--- config.mk ---
export PLATFORM = sky130hd
export DESIGN_NAME = param_load_ctrl_flat
export DESIGN_NICKNAME = d
export VERILOG_FILES = /design/src/rtl/param_load_ctrl_if.sv /design/src/rtl/param_load_ctrl.sv /design/src/flat_wrapper.sv
export SDC_FILE = /design/constraint.sdc
export NUM_CORES = 1
export LEC_CHECK = 0
export ABC_AREA = 1
export CORE_ASPECT_RATIO = 0.75
export CORE_MARGIN = 2
export CORE_UTILIZATION = 50
export DETAILED_ROUTE_END_ITERATION = 12
export PLACE_DENSITY = 0.8
export SYNTH_ARGS = -nofsm -noshare
export SYNTH_HDL_FRONTEND = slang
export SYNTH_SLANG_ARGS = --single-unit
--- constraint.sdc ---
create_clock -name clk -period 1.9 [get_ports clk]
set_clock_uncertainty 0.15 [all_clocks]
set_input_delay 0.38 -clock clk [delete_from_list [all_inputs] [get_ports clk]]
set_output_delay 0.38 -clock clk [all_outputs]
set_load 0.02 [all_outputs]
--- src/rtl/param_load_ctrl_if.sv ---
// param_load_ctrl_if: parameter-load stream, buffer-write and bias-read
// signals for param_load_ctrl. The master modport is the side that supplies
// the stream and read requests. The slave modport is the controller.
interface param_load_ctrl_if #(
   parameter int LW_DEPTH = 256
);
   localparam int LW_AW = (LW_DEPTH > 1) ? $clog2(LW_DEPTH) : 1;

   logic              start;
   logic              in_valid;
   logic [15:0]       in_data;
   logic              in_ready;
   logic [15:0]       wr_data;
   logic              lw_wr_en;
   logic [LW_AW-1:0]  lw_addr;
   logic              cb_wr_en;
   logic [4:0]        cb_addr;
   logic              done_linear_weight;
   logic              done_conv_bias;
   logic              rd_req;
   logic              bias_r_en;
   logic              busy;
   logic              err;

   modport master (
      output start, in_valid, in_data, rd_req,
      input  in_ready, wr_data, lw_wr_en, lw_addr, cb_wr_en, cb_addr,
             done_linear_weight, done_conv_bias, bias_r_en, busy, err
   );

   modport slave (
      input  start, in_valid, in_data, rd_req,
      output in_ready, wr_data, lw_wr_en, lw_addr, cb_wr_en, cb_addr,
             done_linear_weight, done_conv_bias, bias_r_en, busy, err
   );
endinterface

--- src/rtl/param_load_ctrl.sv ---
// param_load_ctrl: loads a serial 16-bit parameter stream into the
// linear-weight buffer (LW_DEPTH words) and then into the conv-bias buffer
// (CB_DEPTH words). Once both buffers are full, each rising edge of rd_req
// produces one bias read enable.
// Optional feature: define PARAM_LOAD_TIMEOUT_EN to enable the idle-stream
// timeout. If the stream stalls for TIMEOUT cycles, the controller enters ERR.
module param_load_ctrl #(
   parameter int LW_DEPTH = 256,
   parameter int CB_DEPTH = 32,
   parameter int TIMEOUT  = 1023
) (
   input  logic             clk,
   input  logic             rst_n,
   param_load_ctrl_if.slave bus
);

   localparam int               LW_AW   = (LW_DEPTH > 1) ? $clog2(LW_DEPTH) : 1;
   localparam logic [LW_AW-1:0] LW_LAST = LW_AW'(LW_DEPTH - 1);
   localparam logic [4:0]       CB_LAST = 5'(CB_DEPTH - 1);

   typedef enum logic [2:0] {
      S_IDLE,
      S_LOAD_LW,
      S_LOAD_CB,
      S_DONE,
      S_ERR
   } state_t;

   state_t           state_q;
   logic [LW_AW-1:0] lw_cnt_q;
   logic [LW_AW-1:0] lw_addr_q;
   logic [4:0]       cb_cnt_q;
   logic [4:0]       cb_addr_q;
   logic [15:0]      wr_data_q;
   logic             lw_wr_en_q;
   logic             cb_wr_en_q;
   logic             done_lw_q;
   logic             done_cb_q;
   logic             in_ready_q;
   logic             busy_q;
   logic             bias_r_en_q;
   logic             rd_req_q;

`ifdef PARAM_LOAD_TIMEOUT_EN
   localparam int              TO_W    = (TIMEOUT > 1) ? $clog2(TIMEOUT) : 1;
   localparam logic [TO_W-1:0] TO_LAST = TO_W'(TIMEOUT - 1);

   logic [TO_W-1:0] idle_cnt_q;
   logic            err_q;
`endif

   logic accept;
   logic rd_rise;

   // A word is taken whenever the stream is valid while loading.
   // A rise on rd_req is detected against its previous sample.
   always_comb begin
      accept  = bus.in_valid & in_ready_q;
      rd_rise = bus.rd_req & ~rd_req_q;
   end

   // Load sequencer: state, counters and all registered outputs.
   always_ff @(posedge clk or negedge rst_n) begin
      if (!rst_n) begin
         state_q     <= S_IDLE;
         lw_cnt_q    <= '0;
         lw_addr_q   <= '0;
         cb_cnt_q    <= '0;
         cb_addr_q   <= '0;
         wr_data_q   <= '0;
         lw_wr_en_q  <= 1'b0;
         cb_wr_en_q  <= 1'b0;
         done_lw_q   <= 1'b0;
         done_cb_q   <= 1'b0;
         in_ready_q  <= 1'b0;
         busy_q      <= 1'b0;
         bias_r_en_q <= 1'b0;
         rd_req_q    <= 1'b0;
`ifdef PARAM_LOAD_TIMEOUT_EN
         idle_cnt_q  <= '0;
         err_q       <= 1'b0;
`endif
      end else begin
         lw_wr_en_q  <= 1'b0;
         cb_wr_en_q  <= 1'b0;
         bias_r_en_q <= 1'b0;
         rd_req_q    <= bus.rd_req;

         case (state_q)
            S_LOAD_LW: begin
               if (accept) begin
                  wr_data_q  <= bus.in_data;
                  lw_wr_en_q <= 1'b1;
                  lw_addr_q  <= lw_cnt_q;
                  if (lw_cnt_q == LW_LAST) begin
                     done_lw_q <= 1'b1;
                     state_q   <= S_LOAD_CB;
                  end else begin
                     lw_cnt_q <= lw_cnt_q + 1'b1;
                  end
               end
            end

            S_LOAD_CB: begin
               if (accept) begin
                  wr_data_q  <= bus.in_data;
                  cb_wr_en_q <= 1'b1;
                  cb_addr_q  <= cb_cnt_q;
                  if (cb_cnt_q == CB_LAST) begin
                     done_cb_q  <= 1'b1;
                     in_ready_q <= 1'b0;
                     busy_q     <= 1'b0;
                     state_q    <= S_DONE;
                  end else begin
                     cb_cnt_q <= cb_cnt_q + 1'b1;
                  end
               end
            end

            // IDLE, DONE and ERR all restart on start. Only DONE serves reads,
            // and start takes priority over a coincident rd_req rise.
            default: begin
               if (bus.start) begin
                  state_q    <= S_LOAD_LW;
                  in_ready_q <= 1'b1;
                  busy_q     <= 1'b1;
                  lw_cnt_q   <= '0;
                  cb_cnt_q   <= '0;
                  lw_addr_q  <= '0;
                  cb_addr_q  <= '0;
                  done_lw_q  <= 1'b0;
                  done_cb_q  <= 1'b0;
`ifdef PARAM_LOAD_TIMEOUT_EN
                  err_q      <= 1'b0;
                  idle_cnt_q <= '0;
`endif
               end else if ((state_q == S_DONE) && rd_rise) begin
                  bias_r_en_q <= 1'b1;
               end
            end
         endcase

`ifdef PARAM_LOAD_TIMEOUT_EN
         // busy_q is high exactly in the two load states, so it gates the idle count.
         if (busy_q) begin
            if (bus.in_valid) begin
               idle_cnt_q <= '0;
            end else if (idle_cnt_q == TO_LAST) begin
               state_q    <= S_ERR;
               err_q      <= 1'b1;
               in_ready_q <= 1'b0;
               busy_q     <= 1'b0;
               idle_cnt_q <= '0;
            end else begin
               idle_cnt_q <= idle_cnt_q + 1'b1;
            end
         end
`endif
      end
   end

   assign bus.in_ready           = in_ready_q;
   assign bus.wr_data            = wr_data_q;
   assign bus.lw_wr_en           = lw_wr_en_q;
   assign bus.lw_addr            = lw_addr_q;
   assign bus.cb_wr_en           = cb_wr_en_q;
   assign bus.cb_addr            = cb_addr_q;
   assign bus.done_linear_weight = done_lw_q;
   assign bus.done_conv_bias     = done_cb_q;
   assign bus.bias_r_en          = bias_r_en_q;
   assign bus.busy               = busy_q;
`ifdef PARAM_LOAD_TIMEOUT_EN
   assign bus.err                = err_q;
`else
   assign bus.err                = 1'b0;
`endif

endmodule
--- src/flat_wrapper.sv ---
// flat-port wrapper written by rule: the top's interface ports become plain ports
module param_load_ctrl_flat 
#(
   parameter int LW_DEPTH = 256,
   parameter int CB_DEPTH = 32,
   parameter int TIMEOUT  = 1023
)
  (clk, rst_n, bus_start, bus_in_valid, bus_in_data, bus_rd_req, bus_in_ready, bus_wr_data, bus_lw_wr_en, bus_lw_addr, bus_cb_wr_en, bus_cb_addr, bus_done_linear_weight, bus_done_conv_bias, bus_bias_r_en, bus_busy, bus_err);
  param_load_ctrl_if #(.LW_DEPTH(LW_DEPTH)) bus_i ();
  input  logic clk;
  input  logic rst_n;
  input wire logic [$bits(bus_i.start)-1:0] bus_start;
  input wire logic [$bits(bus_i.in_valid)-1:0] bus_in_valid;
  input wire logic [$bits(bus_i.in_data)-1:0] bus_in_data;
  input wire logic [$bits(bus_i.rd_req)-1:0] bus_rd_req;
  output wire logic [$bits(bus_i.in_ready)-1:0] bus_in_ready;
  output wire logic [$bits(bus_i.wr_data)-1:0] bus_wr_data;
  output wire logic [$bits(bus_i.lw_wr_en)-1:0] bus_lw_wr_en;
  output wire logic [$bits(bus_i.lw_addr)-1:0] bus_lw_addr;
  output wire logic [$bits(bus_i.cb_wr_en)-1:0] bus_cb_wr_en;
  output wire logic [$bits(bus_i.cb_addr)-1:0] bus_cb_addr;
  output wire logic [$bits(bus_i.done_linear_weight)-1:0] bus_done_linear_weight;
  output wire logic [$bits(bus_i.done_conv_bias)-1:0] bus_done_conv_bias;
  output wire logic [$bits(bus_i.bias_r_en)-1:0] bus_bias_r_en;
  output wire logic [$bits(bus_i.busy)-1:0] bus_busy;
  output wire logic [$bits(bus_i.err)-1:0] bus_err;
  assign bus_i.start = bus_start;
  assign bus_i.in_valid = bus_in_valid;
  assign bus_i.in_data = bus_in_data;
  assign bus_i.rd_req = bus_rd_req;
  assign bus_in_ready = bus_i.in_ready;
  assign bus_wr_data = bus_i.wr_data;
  assign bus_lw_wr_en = bus_i.lw_wr_en;
  assign bus_lw_addr = bus_i.lw_addr;
  assign bus_cb_wr_en = bus_i.cb_wr_en;
  assign bus_cb_addr = bus_i.cb_addr;
  assign bus_done_linear_weight = bus_i.done_linear_weight;
  assign bus_done_conv_bias = bus_i.done_conv_bias;
  assign bus_bias_r_en = bus_i.bias_r_en;
  assign bus_busy = bus_i.busy;
  assign bus_err = bus_i.err;
  param_load_ctrl #(.LW_DEPTH(LW_DEPTH), .CB_DEPTH(CB_DEPTH), .TIMEOUT(TIMEOUT)) u_core (.clk(clk), .rst_n(rst_n), .bus(bus_i));
endmodule
**Run 1: metal 1**

(6 px per µm) Supply wires on this layer in gray.
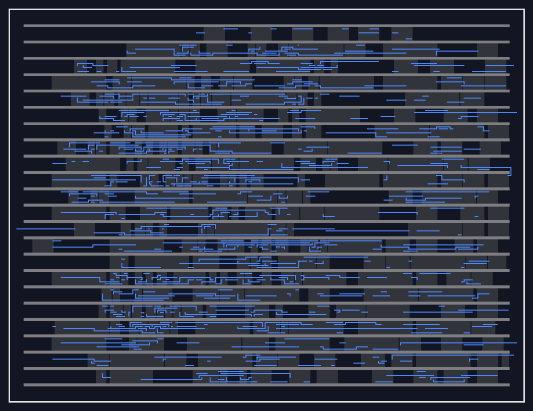
- wire length on this layer: 2310 µm
- longest straight run: 24.4 µm
- nets with wire on the layer: 281
- share of all routed wire: 47%
Via Count: 1861
met1 usage: 24.7%
total wire length: 4910 µm

**Run 1: the metal 2 layer**

(6 px per µm)
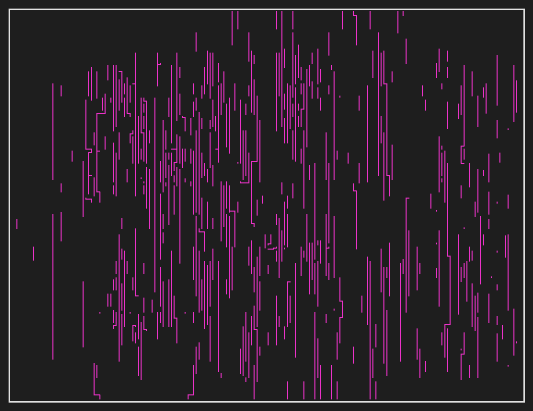
- main direction: vertical
- share of all routed wire: 45%
M2 GR Usage: 31.2%

**Run 1: met3 routing**

(6 px per µm)
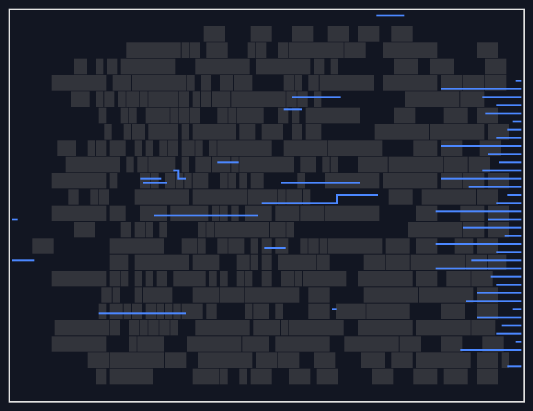
- nets with wire on the layer: 46
- wire length on this layer: 317 µm
- main direction: horizontal
M3 GR Usage: 5.90%

-- run 1: path summary, 6_finish.rpt --
| check | endpoint | depth (start not counted) | start | slack (ns) |
|---|---|---|---|---|
| hold reg to reg | u_core.bus.bias_r_en$_DFF_PN0_ | 2 | u_core.rd_req_q$_DFF_PN0_ | 0.34 |
| min in group asynchronous | u_core.cb_cnt_q[1]$_DFFE_PN0P_ | 3 | rst_n | 0.44 |
| setup / recovery | bus_lw_addr[3] | 1 | u_core.bus.lw_addr[3]$_DFFE_PN0P_ | 0.08 |
| hold / removal | u_core.bus.bias_r_en$_DFF_PN0_ | 2 | u_core.rd_req_q$_DFF_PN0_ | 0.34 |
| max in group asynchronous | u_core.cb_cnt_q[4]$_DFFE_PN0P_ | 3 | rst_n | 0.93 |
| setup reg to reg | u_core.cb_cnt_q[2]$_DFFE_PN0P_ | 9 | u_core.state_q[0]$_DFFE_PN0P_ | 0.13 |
-- run 1: synthesized netlist by cell type (2+ instances only) --
| cell | n |
|---|---|
| inv_2 | 2 |
| nand2_2 | 7 |
| nor2_1 | 11 |
| nand3b_1 | 4 |
| dfrtp_1 | 51 |
| nor3_1 | 2 |
| nand3_1 | 30 |
| o21ai_2 | 7 |
| o31ai_2 | 4 |
| nand2_8 | 2 |
| nand2_1 | 49 |
| inv_1 | 16 |
| buf_4 | 3 |
| o21bai_1 | 2 |
| nand3_4 | 2 |
| nor2_4 | 3 |
| ha_1 | 7 |
| o21ai_1 | 4 |
| o21ai_0 | 6 |
| buf_2 | 3 |
| mux2_2 | 16 |
| nor2_2 | 2 |
-- run 1: registers in the layout, summed over array words and instances, names as in the netlist --
| register | cells |
|---|---|
| u_core.bus.lw_addr | 8 |
| u_core.bus.done_conv_bias | 1 |
| u_core.state_q | 2 |
| u_core.bus.bias_r_en | 1 |
| u_core.bus.cb_addr | 5 |
| u_core.rd_req_q | 1 |
| u_core.bus.cb_wr_en | 1 |
| u_core.bus.busy | 1 |
| u_core.bus.wr_data | 16 |
| u_core.cb_cnt_q | 5 |
| u_core.bus.done_linear_weight | 1 |
| u_core.bus.lw_wr_en | 1 |
| u_core.lw_cnt_q | 8 |
-- run 1: metal layers --
metal | up-vias | global-route usage [%]
li1 | 925 | -
met1 | 871 | 24.7
met2 | 61 | 31.2
met3 | 4 | 5.90
met4 | 0 | 5.36
met5 | - | 0
-- run 1: power breakdown --
part	switching [mW]	total, mW	internal, mW
sequential	0.171	1.52	1.35
clock	0.329	0.615	0.286
combinational	1.15	2.08	0.924
-- run 1: worst min-delay path, cell delays in order (launching register included) --
cell,delay [ns]
dfrtp_1,0.32
nand3b_1,0.09
nor3_1,0.05
-- run 1: cell families after synthesis --
logic type / synth area share [%]
AND-OR/OR-AND: 7.07
adder cells (fa/ha/maj): 3.51
buffers and inverters: 5.72
flip-flops: 51.2
multiplexers: 7.22
other: 0.150
AND/OR/NAND/NOR: 25.2
-- run 1: repair_timing --
action,CTS,global route
gates resized,2,2
hold buffers,1,0
hold endpoints to repair,51,0
endpoints found under the setup margin,2,2
pin swaps,0,2
==> results.toml, run 1 <==
# physical design summary
[hold_path]
hp-class = "flop to flop"

[timing]
hold_viol = 0
rsz0062_at_grt = "no"
hold_ws_ns = 0.343
maxSlewViolCount = 0
fin_crit_sh_pct = 95.6
setup_tns_ns = 0
min_period_ns = 1.82
setup_ws_ns = 0.0838
setup_viol = 0
fmax_mhz = 551

[yosys]
async_reset_ff_share_pct = 100
syn_avg_cell_area_um2 = 10.4
synth.ff_latch_count = 51
syn_inst = 241
yosysTopAreaCellShare_pct = 51.2
synth_nets = 269
topCellsByArea = "dfrtp_1, nand2_1, mux2_2"
synth-edff-count = 0
ys_seq_share_pct = 51.2
ys_cells = 241
synthFlopType = "dfrtp_1"
synth_warnings = 0
ys_chip_area_um2 = 2490
syn-cell-area_um2 = 2490
synthDistinctLibCells = 30
top_area_cell = "dfrtp_1"

[final_layout]
logic_gates = 163
design_area_um2 = 3240
clock_buffers = 6
layout-drive-gt1-share_pct = 22.0
bufAreaShareNonClock_pct = 20.0
fin_util_pct = 67.0
largest_cell_class = "registers"
seq_share_pct = 39.3
final_common_cell = "clkdlybuf4s50_1"
diodes = 0
logic_area_um2 = 1080
seqCellArea_um2 = 1280
nFillCells = 379
buffers_excl_clock = 65
final_cell_mix = "clkdlybuf4s50_1, dfrtp_1, nand2_1"
syn2layout_area_growth_pct = 30.0
clock_area_share_pct = 2.70
inverters = 19
flops = 51
stdcell_count = 365
comb_area_share_pct = 33.4
final_nets = 333

[floorplanning]
die_x_um = 85.6
fp-row-count = 22
core-area_um2 = 4840
fp_util_pct = 51.5
die_area_um2 = 5580
ios = 58
tap-cell-count = 60
die_y_um = 65.2

[clocking]
cts_setup_buffers = 0
clk_latency_ns = 0.30
clock-sinks = 51
clk_pin_slew_ns = 0.08
cts.path.max_buffers = 2
numCtsBuffers = 5
cts_tree = "built"
cts_root_buf = "clkbuf_8"
htreeDepth = 2

[outcome]
status = "complete, no violations"

[pwr]
vdd_drop_max_mv = 0.897
p_per_area_nw_per_um2 = 1300
total_leakage_power_nw = 1.45
total_power_mw = 4.21

[routing]
viasPerCell = 5.10
met2_length_um = 2230
ant_nets = 0
firstDrtPassIters = 4
drcViolationCount = 0
drt_iter0_markers = 96
wl_met3_um = 316
wl_met1_um = 2310
wl_per_cell_um = 13.5
top_layer_used = "met4"

[run]
warnings = 29
drv_cap = 0

[setup_path]
critical-path-top-delay-family = "buffers and inverters"
cp.arrival_ns = 1.29
crit_fanout = 2
criticalPathCategory = "flop to output pin"
path_cells = "clkdlybuf4s50_1"
start_kind = "flop"
crit_required_ns = 1.37
endpoint_kind = "output pin"
cpPeakStageDelay_ns = 0.62
crit_buf_inv = 1
cp_slowest_cell = "clkdlybuf4s50_1"

[place]
placedCellCount = 357
routabilityCongestion = 0.815
dp_hpwl_um = 3680
placed_area_um2 = 3140
io_buffers = 56
pre_cts_slack_ns = 0.00252

[global_route]
grt_max_degree = 52
grt-ovfl-total = 0
antenna_found_initial = 0
gr-usage-all-layers_pct = 19.0
first_global_vias = 1795
grt_pass1_wl_um = 8280
==> run 2, diff against run 1 <==
--- a/config.mk
+++ b/config.mk
@@ -8,9 +8,9 @@
 export ABC_AREA = 1
 export CORE_ASPECT_RATIO = 0.75
 export CORE_MARGIN = 2
-export CORE_UTILIZATION = 50
+export CORE_UTILIZATION = 45
 export DETAILED_ROUTE_END_ITERATION = 12
-export PLACE_DENSITY = 0.8
+export PLACE_DENSITY = 0.86
 export SYNTH_ARGS = -nofsm -noshare
 export SYNTH_HDL_FRONTEND = slang
 export SYNTH_SLANG_ARGS = --single-unit
==> constraint.sdc (replaced) <==
create_clock -name clk -period 1.6 [get_ports clk]
set_clock_uncertainty 0.15 [all_clocks]
set_input_delay 0.32 -clock clk [delete_from_list [all_inputs] [get_ports clk]]
set_output_delay 0.32 -clock clk [all_outputs]
set_load 0.02 [all_outputs]
**Run 2: clock network drawn from the DEF**

(3 px per µm)
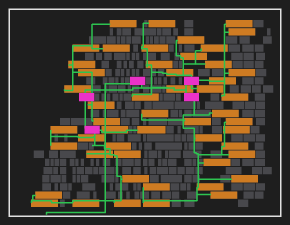
- orange: flip-flops (count 51)
- magenta: clock-net drivers (count 5)
- green: clock wires (length 578 µm)
- routed clock nets: 6
Worst-Skew Late Latency: 0.30 ns
Clk power: 0.780 mW

**Run 2: met3 routing**

(6 px per µm)
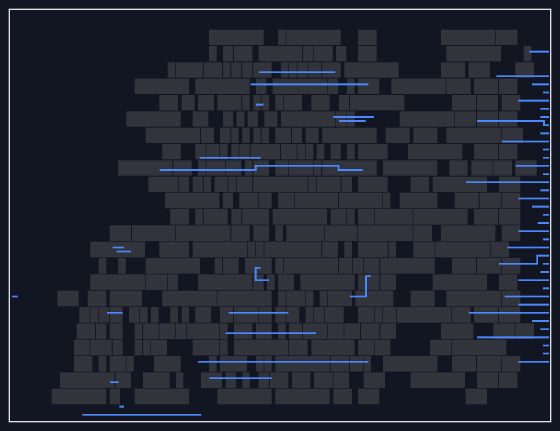
- longest straight run: 28.1 µm
- wire length on this layer: 340 µm
- nets with wire on the layer: 54
- share of all routed wire: 5.7%
- main direction: horizontal
total wire length: 5940 µm
Via Count: 2044
M3 GR Usage: 3.96%

**Run 2: metal 1**

(6 px per µm) Supply wires on this layer in gray.
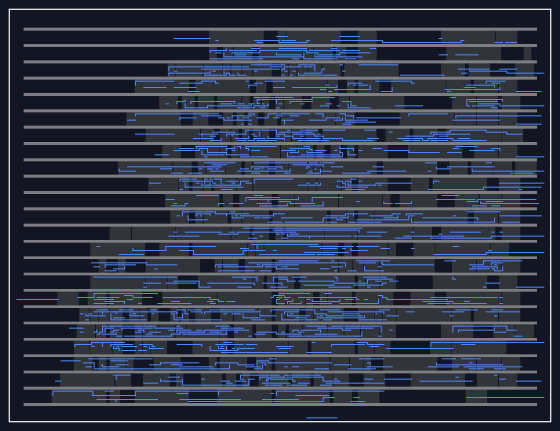
- main direction: horizontal
- share of all routed wire: 46%
- longest straight run: 22.5 µm
met1 usage: 24.4%

==> run 2 against run 1 <==
Net effect: the run now ends with setup timing left; die area rose by 11%; sequential share of layout area fell by 3.1 points; cell area rose by 8.7%; clock power rose by 27%; hold slack barely moved; routed wire length rose by 21%; global-route usage fell by 0.37 points; highest routed layer unchanged.
==> results.toml, run 2 <==
# physical design summary
[routing]
viasPerCell = 5.07
drt_iter0_markers = 127
firstDrtPassIters = 4
ant_nets = 0
drcViolationCount = 0
wl_per_cell_um = 14.7

[setup_path]
start_kind = "flop"
cpPeakStageDelay_ns = 0.38
crit_fanout = 3
cp_slowest_cell = "dfrtp_1"
path_cells = "ha_2 > inv_2 > nor3_2 > ha_2 > o21ai_2 > nor2_2 > nand2_1 > nand2_1 > nand2_1"
criticalPathCategory = "flop to flop"
worst-r2r-setup-slack_ns = -0.05
timing.critical_path.mode_cell = "nand2_1"
rr_startpoint = "u_core.cb_cnt_q[0]$_DFFE_PN0P_"
endpoint_kind = "flop"
reg2reg_depth = 9
crit_required_ns = 1.65
cp.arrival_ns = 1.70
r2r_end = "u_core.state_q[0]$_DFFE_PN0P_"

[final_layout]
largest_reg_flops = 16
final_common_cell = "dfrtp_1"
layout-drive-gt1-share_pct = 34.8
final_nets = 355
design_area_um2 = 3530
stdcell_count = 403
fin_util_pct = 65.9
final_cell_mix = "dfrtp_1, nand2_1, dlygate4sd2_1"
diodes = 0
syn2layout_area_growth_pct = 41.4

[timing]
hold_ws_ns = 0.342
maxSlewViolCount = 0
setup_viol = 8
hold_viol = 0
min_period_ns = 1.65
setup_ws_ns = -0.0492
setup_tns_ns = -0.185
rsz0062_at_grt = "yes"
fmax_mhz = 606
fin_crit_sh_pct = 103

[floorplanning]
fp-row-count = 23
core-area_um2 = 5350
ios = 58
die_y_um = 68.5
die_area_um2 = 6160
die_x_um = 90.0
fp_util_pct = 46.6

[yosys]
top_area_cell = "dfrtp_1"
yosysTopAreaCellShare_pct = 51.2
syn-cell-area_um2 = 2490
syn_inst = 241
ys_chip_area_um2 = 2490
topCellsByArea = "dfrtp_1, nand2_1, mux2_2"
synth.ff_latch_count = 51
synthTopCellsByCount = "dfrtp_1, nand2_1, nand3_1, inv_1, mux2_2"
ys_cells = 241
synth-edff-count = 0
synthFlopType = "dfrtp_1"
synth_nets = 269
syn_avg_cell_area_um2 = 10.4
synth_top_cell_by_count = "dfrtp_1"
synth_warnings = 0
async_reset_ff_share_pct = 100
synthDistinctLibCells = 30
ys_seq_share_pct = 51.2

[pwr]
vdd_drop_max_mv = 0.569
p_per_area_nw_per_um2 = 1580
p_sw_mw = 2.31
total_power_mw = 5.59
total_leakage_power_nw = 1.70
p_seq_share_pct = 31.6
switching_share_pct = 41.3
internal_power_mw = 3.28
clkPwrFrac_pct = 14.0
p_comb_share_pct = 54.4

[hold_path]
hp-class = "primary input to asynchronous set/reset pin"

[clocking]
htreeDepth = 2
clock-sinks = 51
cts_root_buf = "clkbuf_8"
cts_tree = "built"
cts.path.max_buffers = 2
clk_pin_slew_ns = 0.10
numCtsBuffers = 5

[outcome]
status = "finished with violations"
violations = "setup timing"

[global_route]
grtUsageMet2_pct = 31.3
gr-usage-all-layers_pct = 18.7
first_global_vias = 1903
grt_pass1_wl_um = 9050
grt_max_degree = 39
busiest_layer = "met2"
antenna_found_initial = 0
grt-ovfl-total = 0

[run]
warnings = 32
drv_cap = 0

[place]
placedCellCount = 386
io_buffers = 56
pre_cts_slack_ns = -0.263
dp_hpwl_um = 3930
routabilityCongestion = 0.834
placed_area_um2 = 3260
run 2: cell counts after synthesis:
No cell type changed its count.
run 2: kinds of logic (layout without fill, tap and decap cells):
logic type / Yosys count / after routing / synth area share, %
and+or+nand+nor: 116 / 118 / 25.2
DFF: 51 / 51 / 51.2
buffers and inverters: 27 / 112 / 5.72
AOI/OAI and AO/OA: 23 / 23 / 7.07
muxes: 16 / 16 / 7.22
adders and majority gates: 7 / 7 / 3.51
other: 1 / 1 / 0.150
run 2: area by class of cell:
class                   count  area, µm²
fillers                   401       1830
flip-flops and latches     51       1280
multi-input cells         165       1220
repair buffers             85        757
well taps                  75       93.8
clock buffers               6       82.6
inverters                  19       81.3
clock inverters             2       13.8
run 2: worst max-delay path by stage:
| stage | start | endpoint | slack [ns] | cells past startpoint |
|---|---|---|---|---|
| 4_1_cts | u_core.cb_cnt_q[0]$_DFFE_PN0P_ | u_core.state_q[1]$_DFFE_PN0P_ | -0.06 | 9 |
| 3_5_place_dp | bus_in_valid | u_core.state_q[1]$_DFFE_PN0P_ | -0.26 | 8 |
| 5_1_grt | u_core.cb_cnt_q[1]$_DFFE_PN0P_ | u_core.state_q[0]$_DFFE_PN0P_ | -0.11 | 9 |
| 2_1_floorplan | u_core.state_q[0]$_DFFE_PN0P_ | u_core.bus.wr_data[0]$_DFFE_PN0P_ | -0.02 | 6 |
| 3_3_place_gp | bus_in_valid | u_core.state_q[1]$_DFFE_PN0P_ | -0.17 | 8 |
| 6_report | u_core.cb_cnt_q[0]$_DFFE_PN0P_ | u_core.state_q[0]$_DFFE_PN0P_ | -0.05 | 9 |
run 2: power groups by stage:
| stage | logic [mW] | clock network, mW | registers (mW) |
|---|---|---|---|
| after floorplan | 1.38 | 0 | 2.11 |
| after global placement | 2.63 | 0 | 1.77 |
| after detailed placement | 2.70 | 0 | 1.79 |
| after CTS | 2.68 | 0.798 | 1.75 |
| after global routing | 3.24 | 0.851 | 1.79 |
| final | 3.04 | 0.780 | 1.76 |
run 2: layer usage:
metal,up-vias,wire (µm),share of wire (%)
li1,978,-,-
met5,-,0,0
met4,0,91,1.5
met3,6,340,5.7
met2,74,2780,47
met1,986,2730,46
run 2: critical path: cells and delay by family, from the launching register on:
kind	cells	cell delay, ns
AND/OR/NAND/NOR	5	0.48
adder cells (fa/ha/maj)	2	0.42
flip-flops	1	0.38
AND-OR/OR-AND	1	0.07
buffers and inverters	1	0.04
run 2: timing repair:
action                                  CTS  global route
hold buffers                              1             0
buffers inserted                          2             4
pin swaps                                10            15
resized                                  54            26
endpoints found under the hold margin    13             0
endpoints found under the setup margin   76            42
gates cloned                              1             1
Power and IR drop assume default switching activity.
